$ cat src/rtl/toggle_event_counter_if.sv
// Result handshake bundle for toggle_event_counter.
// The master side presents the count; the slave side accepts it.
interface toggle_event_counter_if #(
  parameter int CW = 8
);
  logic [CW-1:0] cnt_out;
  logic          cnt_valid;
  logic          ovf;
  logic          out_ready;

  modport master (
    output cnt_out,
    output cnt_valid,
    output ovf,
    input  out_ready
  );

  modport slave (
    input  cnt_out,
    input  cnt_valid,
    input  ovf,
    output out_ready
  );
endinterface

$ cat src/rtl/toggle_event_counter.sv
// Counts tin edges over a programmable window and holds the result.
// TEC_BOTH_EDGES_EN: count rising and falling edges instead of rising only.
module toggle_event_counter #(
  parameter int CW = 8,
  parameter int WW = 16
) (
  input  logic          clk,
  input  logic          rst,
  input  logic          tin,
  input  logic          start,
  input  logic [WW-1:0] win_len,
  output logic          busy,
  toggle_event_counter_if.master res
);

  typedef enum logic [1:0] {
    IDLE  = 2'd0,
    COUNT = 2'd1,
    HOLD  = 2'd2
  } state_t;

  state_t        state;
  logic          tin_d;
  logic [CW-1:0] cnt;
  logic [WW-1:0] remain;
  logic [CW-1:0] cnt_out_q;
  logic          cnt_valid_q;
  logic          ovf_q;

  logic          tgl;
  logic          sat;
  logic [CW-1:0] cnt_nxt;
  logic          ovf_nxt;

`ifdef TEC_BOTH_EDGES_EN
  assign tgl = tin ^ tin_d;
`else
  assign tgl = tin & ~tin_d;
`endif

  always_comb begin
    sat     = (cnt == {CW{1'b1}});
    cnt_nxt = cnt;
    ovf_nxt = ovf_q;
    if (tgl) begin
      if (sat) ovf_nxt = 1'b1;
      else     cnt_nxt = cnt + 1'b1;
    end
  end

  assign res.cnt_out   = cnt_out_q;
  assign res.cnt_valid = cnt_valid_q;
  assign res.ovf       = ovf_q;

  always_ff @(posedge clk) begin
    if (rst) begin
      state       <= IDLE;
      tin_d       <= 1'b0;
      cnt         <= '0;
      remain      <= '0;
      cnt_out_q   <= '0;
      cnt_valid_q <= 1'b0;
      busy        <= 1'b0;
      ovf_q       <= 1'b0;
    end else begin
      tin_d <= tin;
      unique case (state)
        IDLE: begin
          if (start) begin
            // A zero length still runs one cycle.
            remain <= (win_len == '0) ? WW'(1) : win_len;
            cnt    <= '0;
            ovf_q  <= 1'b0;
            state  <= COUNT;
            busy   <= 1'b1;
          end
        end
        COUNT: begin
          cnt    <= cnt_nxt;
          ovf_q  <= ovf_nxt;
          remain <= remain - 1'b1;
          if (remain == WW'(1)) begin
            cnt_out_q   <= cnt_nxt;
            cnt_valid_q <= 1'b1;
            state       <= HOLD;
          end
        end
        HOLD: begin
          if (res.out_ready && cnt_valid_q) begin
            cnt_valid_q <= 1'b0;
            state       <= IDLE;
            busy        <= 1'b0;
          end
        end
        default: begin
          state <= IDLE;
          busy  <= 1'b0;
        end
      endcase
    end
  end

endmodule

$ cat src/flat_wrapper.sv
// flat-port wrapper written by rule: the top's interface ports become plain ports
module toggle_event_counter_flat 
#(
  parameter int CW = 8,
  parameter int WW = 16
)
  (clk, rst, tin, start, win_len, busy, res_cnt_out, res_cnt_valid, res_ovf, res_out_ready);
  toggle_event_counter_if #(.CW(CW)) res_i ();
  input  logic clk;
  input  logic rst;
  input  logic tin;
  input  logic start;
  input  logic [WW-1:0] win_len;
  output logic busy;
  output wire logic [$bits(res_i.cnt_out)-1:0] res_cnt_out;
  output wire logic [$bits(res_i.cnt_valid)-1:0] res_cnt_valid;
  output wire logic [$bits(res_i.ovf)-1:0] res_ovf;
  input wire logic [$bits(res_i.out_ready)-1:0] res_out_ready;
  assign res_cnt_out = res_i.cnt_out;
  assign res_cnt_valid = res_i.cnt_valid;
  assign res_ovf = res_i.ovf;
  assign res_i.out_ready = res_out_ready;
  toggle_event_counter #(.CW(CW), .WW(WW)) u_core (.clk(clk), .rst(rst), .tin(tin), .start(start), .win_len(win_len), .busy(busy), .res(res_i));
endmodule
$ cat config.mk
export PLATFORM = sky130hd
export DESIGN_NAME = toggle_event_counter_flat
export DESIGN_NICKNAME = d
export VERILOG_FILES = /design/src/rtl/toggle_event_counter_if.sv /design/src/rtl/toggle_event_counter.sv /design/src/flat_wrapper.sv
export SDC_FILE = /design/constraint.sdc
export NUM_CORES = 1
export LEC_CHECK = 0
export ABC_AREA = 0
export CORE_MARGIN = 5
export CORE_UTILIZATION = 50
export DETAILED_ROUTE_END_ITERATION = 10
export HOLD_SLACK_MARGIN = 0.02
export PLACE_DENSITY = 0.78
export SLEW_MARGIN = 10
export SYNTH_ARGS = -nofsm -noshare
export SYNTH_HDL_FRONTEND = slang
export SYNTH_SLANG_ARGS = --single-unit
$ cat constraint.sdc
create_clock -name clk -period 3.02 [get_ports clk]
set_clock_uncertainty 0.2 [all_clocks]
set_input_delay 0.302 -clock clk [delete_from_list [all_inputs] [get_ports clk]]
set_output_delay 0.302 -clock clk [all_outputs]
set_load 0.02 [all_outputs]
==> flow_summary_export.csv <==
group,metric,value,unit
layout,regArea,761,um^2
routing,postRouteAntennaNets,0,
synthesis,topCellsByArea,"dfxtp_1 32%, a21oi_1 4.1%, o21ai_0 3.5%",
synthesis,top_cell,"dfxtp_1",
pwr,swShare,0.452,
min_path,hold_depth,2,
synthesis,yosys.area_share.xor_xnor,0.0145,
placed_design,hpwl,4.85,mm
synthesis,synthesis.area,0.00241,mm^2
timing,hold_viol_final,0,
pwr,powerDensity,904,mW/mm^2
setup_path,crit_path_end,"u_core.cnt[2]$_SDFFE_PP0P_",
layout,layout-drive-gt1-share,0.0967,
pwr,seq_power,0.776,mW
synthesis,ys_sh_mux,0.0213,
setup_path,worst-setup-path-type,"reg -> reg",
setup_path,reg2reg_from,"u_core.state[0]$_SDFFE_PP0P_",
outcome,outcome,"complete, no violations",
layout,largest_reg_flops,16,
clock_tree,clk_pin_slew,80,ps
routing,routedLengthMet1,3.04,mm
layout,antenna_cells,0,
synthesis,ys_sh_aoi,0.273,
setup_path,start_kind,"flop",
synthesis,avgSynthCellArea,7.91,um^2
routing,first_pass_iters,5,
clock_tree,root_buffer,"clkbuf_8",
routing,dr_wl_met2,2.96,mm
timing,holdWs,276,ps
die,placementRows,25,
clock_tree,htreeDepth,2,
routing,via_per_inst,6.66,
layout,layout_top_cells,"38 x dfxtp_1, 31 x clkdlybuf4s50_1, 22 x nand2_1",
layout,largest-register,"u_core.remain",
routing,vias,2566,
synthesis,simple_gate_area_frac,0.290,
synthesis,synth_seq_share,0.315,
layout,fillers,431,
setup_path,crit_top_cell,"buf_4",
setup_path,critPathMaxFanout,12,
die,io_pins,32,
run,warnings,29,
==> through the flow <==
| step | std cells | utilization | cell area (um^2) |
|---|---|---|---|
| global route | 385 | 0.617 | 2900 |
| detailed placement | 378 | 0.593 | 2780 |
| global placement | 378 | 0.593 | 2780 |
| floorplan | 305 | - | 2410 |
| CTS | 385 | 0.617 | 2900 |
| finish | 385 | 0.617 | 2900 |
==> worst register-to-register path, stage by stage (launching register included) <==
cell      delay [ps]
dfxtp_1          340
inv_1             80
ha_1             260
buf_4            240
mux2i_1          700
buf_4            290
a21oi_1           50
a211oi_1         250
==> area by class of cell <==
type,count,area share
Multi-Input combinational cell,233,0.525
Timing Repair Buffer,42,0.136
Clock buffer,6,0.0285
Inverter,11,0.0143
Sequential cell,38,0.263
Tap cell,54,0.0233
Clock inverter,1,0.0104
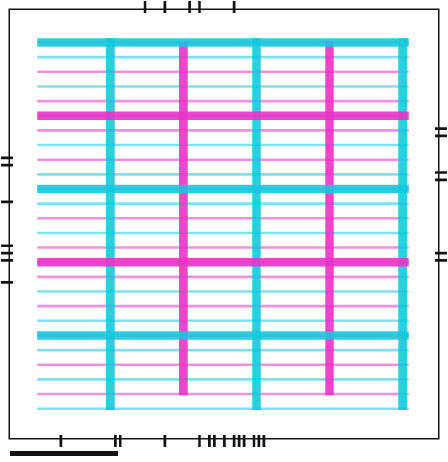
Fig. 1. Power grid.
Bar = 20 um. Pins as bars on the die edge.
Key: magenta = VDD; cyan = VSS
5 straps on met4. The core has 25 rows.

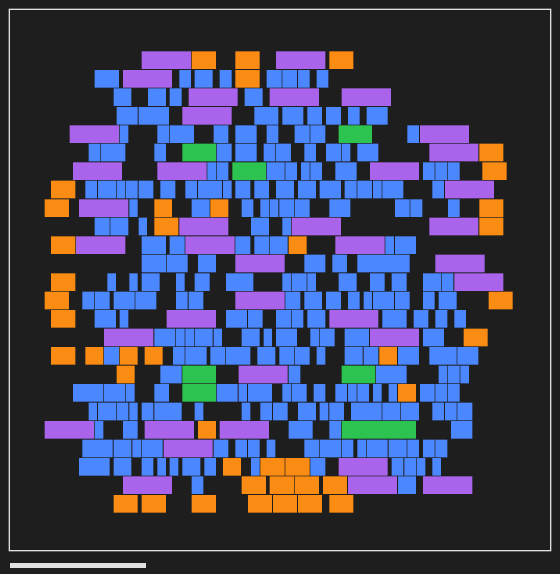
Fig. 2. Cell classes on the final placement.
Bar = 20 um.
Key: green = clock drivers and dummy loads [cells 7, share of their area 4.0%]; blue = remaining logic cells [cells 244, share of their area 55%]; orange = remaining buffers and delay cells [cells 42, share of their area 14%]; purple = registers [cells 38, share of their area 27%]

Power is estimated from default activity; no workload was simulated.
